run_1/port_trees.png
(2 px per um)
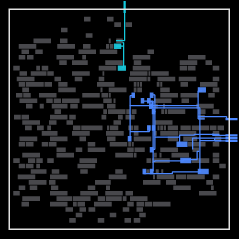
run_1/congestion_map.png
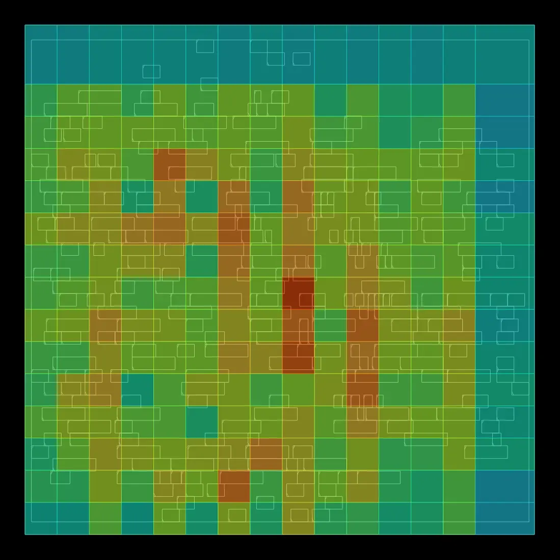
run_1/util_map.png
(3 px per um) 11 x 11 tiles, from dark blue (low) to red (high), 0 to 100% covered.
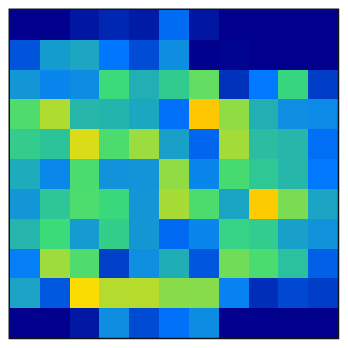
<file path="src/rtl/nibble_serial_add_ctrl_pkg.sv">
// Shared constants and state encoding for the nibble-serial adder sequencer.
// The FSM states and the nibble width are used by the controller and its interface users.
package adder_ctrl_pkg;

    localparam int NIBBLE_W = 4;

    typedef enum logic [1:0] {
        ST_IDLE = 2'd0,
        ST_RUN  = 2'd1,
        ST_DONE = 2'd2
    } state_t;

    // Nibble index width; a single-nibble add still needs a 1-bit index.
    function automatic int idx_width(input int nibbles);
        return (nibbles > 1) ? $clog2(nibbles) : 1;
    endfunction

endpackage

</file>
<file path="src/rtl/nibble_serial_add_ctrl_if.sv">
// Requester-side bundle of the nibble-serial adder: start/operands in,
// busy/done/result out. The requester uses master; the controller uses slave.
interface nibble_serial_add_ctrl_if #(
    parameter int WIDTH = 16
);
    logic             start;
    logic [WIDTH-1:0] op_a;
    logic [WIDTH-1:0] op_b;
    logic             op_cin;
    logic             busy;
    logic             done;
    logic [WIDTH-1:0] result;
    logic             result_co;

    modport master (
        output start, op_a, op_b, op_cin,
        input  busy, done, result, result_co
    );

    modport slave (
        input  start, op_a, op_b, op_cin,
        output busy, done, result, result_co
    );
endinterface

</file>
<file path="src/rtl/nibble_serial_add_ctrl.sv">
// Drives an external 4-bit adder one nibble per clock (LSB nibble first),
// registering the carry between nibbles and assembling the WIDTH-bit sum.
module nibble_serial_add_ctrl
    import adder_ctrl_pkg::*;
#(
    parameter int WIDTH = 16
) (
    input  logic                     clk,
    input  logic                     rst_n,
    nibble_serial_add_ctrl_if.slave  req,
    output logic [NIBBLE_W-1:0]      add_a,
    output logic [NIBBLE_W-1:0]      add_b,
    output logic                     add_cin,
    input  logic [NIBBLE_W-1:0]      add_sum,
    input  logic                     add_cout
);

    localparam int NIBBLES = WIDTH / NIBBLE_W;
    localparam int IDX_W   = idx_width(NIBBLES);
    localparam logic [IDX_W-1:0] LAST_IDX = IDX_W'(NIBBLES - 1);

    state_t           state_reg;
    state_t           state_next;
    logic [WIDTH-1:0] a_reg;
    logic [WIDTH-1:0] b_reg;
    logic [WIDTH-1:0] work_reg;
    logic [WIDTH-1:0] work_next;
    logic [WIDTH-1:0] result_reg;
    logic [WIDTH-1:0] result_next;
    logic             result_co_reg;
    logic             carry_reg;
    logic [IDX_W-1:0] idx_reg;
    logic             accept;
    logic             in_run;
    logic             last_nib;

    logic [NIBBLE_W-1:0] a_nib [NIBBLES];
    logic [NIBBLE_W-1:0] b_nib [NIBBLES];

    assign in_run   = (state_reg == ST_RUN);
    assign last_nib = in_run && (idx_reg == LAST_IDX);

    // Per-nibble views of the operands, the working-sum update and the final assembly.
    generate
        for (genvar gi = 0; gi < NIBBLES; gi++) begin : g_nib
            assign a_nib[gi] = a_reg[NIBBLE_W*gi +: NIBBLE_W];
            assign b_nib[gi] = b_reg[NIBBLE_W*gi +: NIBBLE_W];

            assign work_next[NIBBLE_W*gi +: NIBBLE_W] =
                (idx_reg == IDX_W'(gi)) ? add_sum : work_reg[NIBBLE_W*gi +: NIBBLE_W];

            if (gi == NIBBLES - 1) begin : g_top
                assign result_next[NIBBLE_W*gi +: NIBBLE_W] = add_sum;
            end else begin : g_low
                assign result_next[NIBBLE_W*gi +: NIBBLE_W] = work_reg[NIBBLE_W*gi +: NIBBLE_W];
            end
        end
    endgenerate

    always_ff @(posedge clk or negedge rst_n) begin
        if (!rst_n) begin
            state_reg <= ST_IDLE;
        end else begin
            state_reg <= state_next;
        end
    end

    always_comb begin
        state_next = state_reg;
        accept     = 1'b0;
        case (state_reg)
            ST_IDLE: begin
                if (req.start) begin
                    accept     = 1'b1;
                    state_next = ST_RUN;
                end
            end
            ST_RUN: begin
                if (idx_reg == LAST_IDX) begin
                    state_next = ST_DONE;
                end
            end
            ST_DONE: begin
                if (req.start) begin
                    accept     = 1'b1;
                    state_next = ST_RUN;
                end else begin
                    state_next = ST_IDLE;
                end
            end
            default: begin
                state_next = ST_IDLE;
            end
        endcase
    end

    always_ff @(posedge clk or negedge rst_n) begin
        if (!rst_n) begin
            a_reg         <= '0;
            b_reg         <= '0;
            carry_reg     <= 1'b0;
            idx_reg       <= '0;
            work_reg      <= '0;
            result_reg    <= '0;
            result_co_reg <= 1'b0;
        end else begin
            if (accept) begin
                a_reg     <= req.op_a;
                b_reg     <= req.op_b;
                carry_reg <= req.op_cin;
                idx_reg   <= '0;
                work_reg  <= '0;
            end else if (in_run) begin
                work_reg  <= work_next;
                carry_reg <= add_cout;
                // Park on the last index rather than wrapping; accept reloads it.
                if (!last_nib) begin
                    idx_reg <= idx_reg + 1'b1;
                end
            end
            if (last_nib) begin
                result_reg    <= result_next;
                result_co_reg <= add_cout;
            end
        end
    end

    // Adder pins come only from registered state and are quiet outside RUN.
    assign add_a   = in_run ? a_nib[idx_reg] : '0;
    assign add_b   = in_run ? b_nib[idx_reg] : '0;
    assign add_cin = in_run ? carry_reg : 1'b0;

    assign req.busy      = in_run;
    assign req.done      = (state_reg == ST_DONE);
    assign req.result    = result_reg;
    assign req.result_co = result_co_reg;

endmodule

</file>
<file path="src/flat_wrapper.sv">
// flat-port wrapper written by rule: the top's interface ports become plain ports
module nibble_serial_add_ctrl_flat import adder_ctrl_pkg::*;
#(
    parameter int WIDTH = 16
)
  (clk, rst_n, add_a, add_b, add_cin, add_sum, add_cout, req_start, req_op_a, req_op_b, req_op_cin, req_busy, req_done, req_result, req_result_co);
  nibble_serial_add_ctrl_if #(.WIDTH(WIDTH)) req_i ();
  input  logic clk;
  input  logic rst_n;
  output logic [NIBBLE_W-1:0] add_a;
  output logic [NIBBLE_W-1:0] add_b;
  output logic add_cin;
  input  logic [NIBBLE_W-1:0] add_sum;
  input  logic add_cout;
  input wire logic [$bits(req_i.start)-1:0] req_start;
  input wire logic [$bits(req_i.op_a)-1:0] req_op_a;
  input wire logic [$bits(req_i.op_b)-1:0] req_op_b;
  input wire logic [$bits(req_i.op_cin)-1:0] req_op_cin;
  output wire logic [$bits(req_i.busy)-1:0] req_busy;
  output wire logic [$bits(req_i.done)-1:0] req_done;
  output wire logic [$bits(req_i.result)-1:0] req_result;
  output wire logic [$bits(req_i.result_co)-1:0] req_result_co;
  assign req_i.start = req_start;
  assign req_i.op_a = req_op_a;
  assign req_i.op_b = req_op_b;
  assign req_i.op_cin = req_op_cin;
  assign req_busy = req_i.busy;
  assign req_done = req_i.done;
  assign req_result = req_i.result;
  assign req_result_co = req_i.result_co;
  nibble_serial_add_ctrl #(.WIDTH(WIDTH)) u_core (.clk(clk), .rst_n(rst_n), .req(req_i), .add_a(add_a), .add_b(add_b), .add_cin(add_cin), .add_sum(add_sum), .add_cout(add_cout));
endmodule
</file>
<file path="config.mk">
export PLATFORM = sky130hd
export DESIGN_NAME = nibble_serial_add_ctrl_flat
export DESIGN_NICKNAME = d
export VERILOG_FILES = /design/src/rtl/nibble_serial_add_ctrl_pkg.sv /design/src/rtl/nibble_serial_add_ctrl_if.sv /design/src/rtl/nibble_serial_add_ctrl.sv /design/src/flat_wrapper.sv
export SDC_FILE = /design/constraint.sdc
export NUM_CORES = 1
export LEC_CHECK = 0
export CAP_MARGIN = 20
export CORE_UTILIZATION = 25
export CTS_CLUSTER_DIAMETER = 100
export DETAILED_ROUTE_END_ITERATION = 12
export PLACE_DENSITY = 0.42
export SETUP_SLACK_MARGIN = 0.3
export SYNTH_ARGS = -nofsm -noshare
export SYNTH_HDL_FRONTEND = slang
export SYNTH_SLANG_ARGS = --single-unit
</file>
<file path="constraint.sdc">
create_clock -name clk -period 4.8 [get_ports clk]
set_input_delay 0.96 -clock clk [delete_from_list [all_inputs] [get_ports clk]]
set_output_delay 0.96 -clock clk [all_outputs]
set_load 0.01 [all_outputs]
</file>
==> flow_summary.ini, run 1 <==
; implementation run metrics
[setup_path]
critPathRequiredTime_ns = 3.84
reg2reg_slack_ns = 2.71
critPathLaunchType = flop
cp_data_arrival_time_ns = 2.37
ff2ff_path_depth = 3
r2r_end = u_core.req.result[11]$_DFFE_PN0P_
path_class = reg2out
cp_max_fo = 12
worst_setup_path_end_kind = primary output
rr_startpoint = u_core.state_reg[0]$_DFFE_PN0P_

[job]
warnings = 29
max-cap-violations = 0

[placed_design]
dp_hpwl_um = 4240
gp_congestion = 0.662
placed_area_um2 = 3690
dp_cells = 401

[yosys]
ys_seq_share_pct = 57.4
synth_stat.cells = 202
synth_cells = 202
ys_seq_elements = 66
post_synth.cell_area_avg_um2 = 14.2
synth_chip_area_um2 = 2880
synth_cell_type_count = 23
syn_area_um2 = 2880
synth_warnings = 0
synth.net_count = 247

[global_route]
grt_max_degree = 46
antenna_found_initial = 0
gr-total-overflow = 0
grt_pass1_vias = 2092
grt_first_pass_wirelength_um = 10800

[pwr]
power_mw = 2.75
p_per_area_nw_per_um2 = 680
ir_drop_v = 0.000195
cellLeakagePower_nw = 1.72

[final_timing]
setup_viol = 0
fin_crit_ns = 3.33
finalHoldViolations = 0
tightest_slew_ns = 0.917
setup_tns_ns = 0
finalCritPeriodShare_pct = 69.3
finalClockSkew_ns = 0.00472
drv_slew = 0
fmax_mhz = 300
relSlewSlack_pct = 38.8
rsz0062_at_grt = no

[cts]
clock_path_buffers = 2
clock-sinks = 66
cts_setup_buffers = 0
cts_hold_buffers = 0
cts_resized = 0
cts_max_level = 3
path_clk_slew_ns = 0.06
cts-buffers-inserted = 9
cts_tree = built
root_buffer = clkbuf_16
clock_latency_ns = 0.32

[route]
drc_errors = 0
drt-initial-drc-count = 60
via_per_inst = 4.42
drt.antenna.violating_nets = 0
drt-total-wl_um = 6360
vias = 1847
drt-pass1-iter-count = 4

[cells_and_area]
lay_top_count = clkdlybuf4s50_1
fin_nets = 318
drive_above_1_share_pct = 28.8
fillers = 1105
finish.instance_area_um2 = 4050
antenna_cells_inserted = 0
layout_top_cells = clkdlybuf4s50_1 (67), dfrtp_1 (66), mux2_2 (40)
finalNonFillerCells = 418
syn_to_final_growth_pct = 40.6

[die]
dieWidth_um = 109
chip_area_um2 = 11900
die.size.y_um = 109
rows = 38

[min_path]
min_path_type = in2async

[run_status]
status = finished, final reports clean
-- port_trees.png (at the start) --
legend:
  add_cout:
    colour: cyan
    bits: 1
    direction: input
    end_cells: 2
    buffers: 1
    wire: 36.5 um
  add_sum:
    colour: blue
    bits: 4
    direction: input
    end_cells: 16
    buffers: 4
    wire: 382 um
PortBufs: 68
I/O Pins: 69

-- congestion_map.png (at the start) --
met3 Resource Use GR: 5.99%
overall routing resource usage: 12.2%
WL/cell: 15.2 um
met1 Track Usage GR: 14.9%
met2 GRT Util: 19.2%

-- util_map.png (at the start) --
nearly empty tiles: 14%
tiles over 75% full: 1.7%
fullest tile: 78%
emptiest ninth of the die: top right
mean over tiles: 32%
Final Util: 36.7%
Core Util at FP: 26.1%
Core ar.: 11,000 um^2

run 1: cells by family after synthesis:
group | share of synthesized area (%)
adder cells (fa/ha/maj) | 1.74
flip-flops | 57.4
buffers and inverters | 2.65
multiplexers | 27.3
XOR/XNOR | 0.304
AND/OR/NAND/NOR | 8.35
AND-OR/OR-AND | 2.26
run 1: metal layers:
metal	vias up	routed length [um]	share of wire, %	GRT usage, %
met1	911	2760	43	14.9
met2	70	2940	46	19.2
met3	4	624	9.8	5.99
met5	-	0	0	0
li1	862	-	-	-
met4	0	39	0.61	2.86
run 1: worst max-delay path, stage by stage, from the launching register on:
cell and delay, ns:
dfrtp_1 0.80, mux4_2 0.59, and2_1 0.17, clkdlybuf4s50_1 0.48
run 1: stage by stage:
stage	worst slack, ns	hold WS (ns)
after floorplan	2.51	0.475
after global placement	1.77	0.486
after CTS	1.37	0.503
final	1.47	0.485
after detailed placement	1.73	0.491
after global routing	1.30	0.481
run 1: cells in the mapped netlist:
| master | number | area share, % |
|---|---|---|
| and2b_1 | 1 | 0.26 |
| clkbuf_1 | 2 | 0.26 |
| nor2_1 | 2 | 0.26 |
| a21oi_1 | 12 | 2.1 |
| dfrtp_1 | 66 | 57 |
| mux4_2 | 8 | 6.3 |
| nor2b_1 | 2 | 0.43 |
| nor3b_1 | 1 | 0.26 |
| mux2i_1 | 2 | 0.70 |
| inv_1 | 3 | 0.39 |
| xnor2_1 | 1 | 0.30 |
| mux2_4 | 9 | 4.7 |
| nand2_1 | 13 | 1.7 |
| and2_1 | 9 | 2.0 |
| nand2_4 | 1 | 0.39 |
| nand3_1 | 12 | 2.1 |
| mux2_2 | 40 | 16 |
| o21ai_0 | 1 | 0.17 |
| ha_1 | 4 | 1.7 |
| buf_2 | 7 | 1.2 |
| buf_6 | 2 | 0.78 |
| or2_2 | 1 | 0.22 |
| nand3b_1 | 3 | 0.78 |
run 1: how the worst max path moves through the flow:
stage                to  depth (start not counted)                            start  slack (ns)
2_1_floorplan  add_a[0]                          3    u_core.idx_reg[0]$_DFFE_PN0P_        2.51
3_5_place_dp   add_b[2]                          3    u_core.idx_reg[0]$_DFFE_PN0P_        1.73
4_1_cts        add_b[2]                          3    u_core.idx_reg[0]$_DFFE_PN0P_        1.37
6_report       add_b[2]                          3    u_core.idx_reg[0]$_DFFE_PN0P_        1.47
5_1_grt        add_a[3]                          3  u_core.state_reg[0]$_DFFE_PN0P_        1.30
3_3_place_gp   add_b[0]                          3    u_core.idx_reg[0]$_DFFE_PN0P_        1.77
run 1: where the power goes:
part | switching (mW) | internal [mW]
Clock | 0.234 | 0.496
Sequential | 0.175 | 0.811
Combinational | 0.384 | 0.649
run 1: layout make-up:
class	instances	area (um^2)	area share, %
sequential	66	1650	40.8
multi-input combinational	122	1160	28.6
timing repair buffer	71	711	17.6
clock buffer	12	267	6.59
tap	140	175	4.33
clock inverter	4	72.6	1.79
inverter	3	11.3	0.278
run_1/clock_wires.png
(3 px per um)
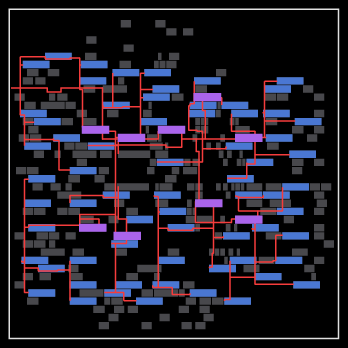

## Run 2: what changed since run 1
PLACE_DENSITY = 0.44   (was 0.42)
clock period = 2.7 ns   (was 4.8 ns; I/O delays follow)
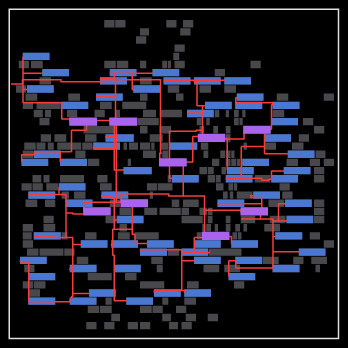
run_2/clock_wires.png
(3 px per um)
legend:
  clock-net drivers:
    colour: purple
    count: 9
  flip-flops:
    colour: blue
    count: 66
  clock wires:
    colour: red
    length: 946 um
routed clock nets: 10
Clock Power Share: 25.1%
Insertion Delay late pin: 0.32 ns
skew final: 0.00521 ns
clock group power: 1.25 mW

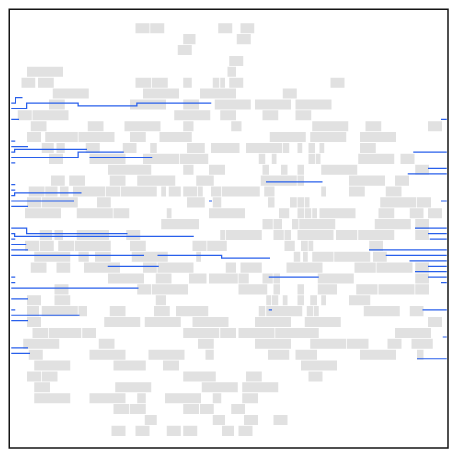
run_2/m3.png
(4 px per um)
nets with wire on the layer: 47
wire length on this layer: 531 um
longest straight run: 44.6 um
WL final: 6390 um
total number of vias: 1,852
met3 Resource Use GR: 5.63%

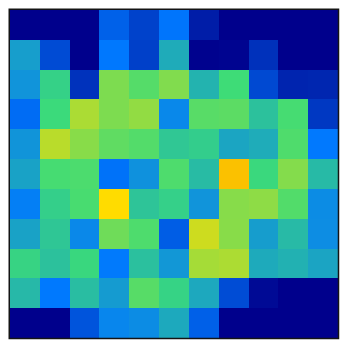
run_2/util_map.png
(3 px per um) 11 x 11 tiles, from dark blue (low) to red (high), 0 to 100% covered.
tiles over 75% full: 0.80%
emptiest ninth of the die: top right
fullest tile: 78%
mean over tiles: 33%
Final Util: 37.5%

==> run 2 against run 1 <==
Final cell count rose by 2.4%. Wire length rose by 0.52%. Sequential power rose by 74%. Global-route usage fell by 0.53 points. Total power rose by 80%. Clock power rose by 71%. Flip-flop count did not move. Synthesized area did not move. Combinational power rose by 94%. Clock skew barely moved. Critical endpoint is now add_a[2]. Final area rose by 2.4%.
==> flow_summary.ini, run 2 <==
; implementation run metrics
[run_status]
status = finished, final reports clean

[setup_path]
slowest_delay_ns = 0.49
critPathRequiredTime_ns = 2.16
crit_path_start = u_core.idx_reg[0]$_DFFE_PN0P_
cp_data_arrival_time_ns = 1.82
cp_num_cells = 4
worst_setup_path_end_kind = primary output
cpMaxStageDelayCell = mux4_2
r2r_end = u_core.req.result[15]$_DFFE_PN0P_

[yosys]
ys_seq_elements = 66
enable_flop_cells = 0
synth.net_count = 247
synth_chip_area_um2 = 2880
ys_seq_share_pct = 57.4

[route]
drt-initial-drc-count = 31
drt-pass1-iter-count = 4
drt.antenna.violating_nets = 0
post_drt_wl_per_cell_um = 14.9

[global_route]
met2_usage_pct = 17.8
busiest_layer = met2
grtUsageMet1_pct = 14.4
grt_max_degree = 26
grt_pass1_vias = 2012

[pwr]
cellLeakagePower_nw = 1.80
p_per_area_nw_per_um2 = 1200
combPwrFrac_pct = 40.2
power_mw = 4.96
ir_drop_v = 0.000485

[cells_and_area]
fin_nets = 328
lay_top_count = dfrtp_1
antenna_cells_inserted = 0
layout_top_cells = dfrtp_1 (63), clkdlybuf4s50_1 (59), mux2_2 (40)
fillers = 1100

[final_timing]
fmax_mhz = 425
setup_tns_ns = 0
holdWs_ns = 0.229
tightest_slew_ns = 0.624
finalHoldViolations = 0

[job]
max-cap-violations = 0
warnings = 30

[cts]
root_buffer = clkbuf_16
cts_hold_buffers = 0

[min_path]
min_path_type = in2async

[die]
fp_util_pct = 26.1
run 2: cell counts after synthesis:
Identical to the previous run, type by type.
run 2: timing repair:
| action | in CTS | in global routing |
|---|---|---|
| buffers inserted | 5 | 1 |
| resized | 13 | 0 |
| pin swaps | 0 | 0 |
| endpoints found under the setup margin | 10 | 8 |
| hold endpoints to repair | 0 | 0 |
run 2: area by class of cell:
cell class	instances	area (um^2)	share of cell area [%]
Multi-Input combinational cell	122	1160	28.0
Sequential cell	66	1660	40.0
Tap cell	140	175	4.23
Clock buffer	11	243	5.86
Timing Repair Buffer	81	821	19.8
Inverter	3	11.3	0.272
Clock inverter	5	77.6	1.87
run 2: cells by family after synthesis:
kind of cell    Yosys count
compound gates           13
xor+xnor                  1
fa+ha+maj                 4
buf+inv                  14
flops                    66
mux                      59
simple gates             45
run 2: per-stage QoR:
step	util, %	area, um^2	setup WS (ns)	instances
5_1_grt	37.5	4140	0.268	428
6_report	37.5	4140	0.344	428
3_5_place_dp	34.2	3770	0.369	406
4_1_cts	37.5	4130	0.315	427
3_3_place_gp	34.2	3770	0.401	406
2_1_floorplan	-	2880	0.834	202
run 2: power groups by stage:
| stage | sequential (mW) | combinational (mW) | clock (mW) |
|---|---|---|---|
| after floorplan | 1.68 | 1.23 | 0 |
| after global placement | 1.75 | 1.98 | 0 |
| after detailed placement | 1.74 | 2.00 | 0 |
| after CTS | 1.73 | 2.03 | 1.28 |
| after global routing | 1.78 | 2.18 | 1.32 |
| final | 1.72 | 2.00 | 1.25 |
run 2: worst min-delay path by stage:
| stage | start | to | slack (ns) | cells after the start |
|---|---|---|---|---|
| finish | rst_n | u_core.req.result[13]$_DFFE_PN0P_ | 0.23 | 1 |
| CTS | rst_n | u_core.req.result[13]$_DFFE_PN0P_ | 0.24 | 1 |
| global placement | u_core.b_reg[9]$_DFFE_PN0P_ | u_core.b_reg[9]$_DFFE_PN0P_ | 0.49 | 1 |
| detailed placement | u_core.a_reg[11]$_DFFE_PN0P_ | u_core.a_reg[11]$_DFFE_PN0P_ | 0.49 | 1 |
| floorplan | rst_n | u_core.a_reg[0]$_DFFE_PN0P_ | 0.24 | 0 |
| global route | rst_n | u_core.req.result[13]$_DFFE_PN0P_ | 0.26 | 1 |
run 2: routing by layer:
layer | part of all wire, % | up-vias
li1 | - | 872
met4 | 1.0 | 0
met3 | 8.3 | 7
met1 | 46 | 917
met5 | 0 | -
met2 | 45 | 56
Power and IR drop assume default switching activity.
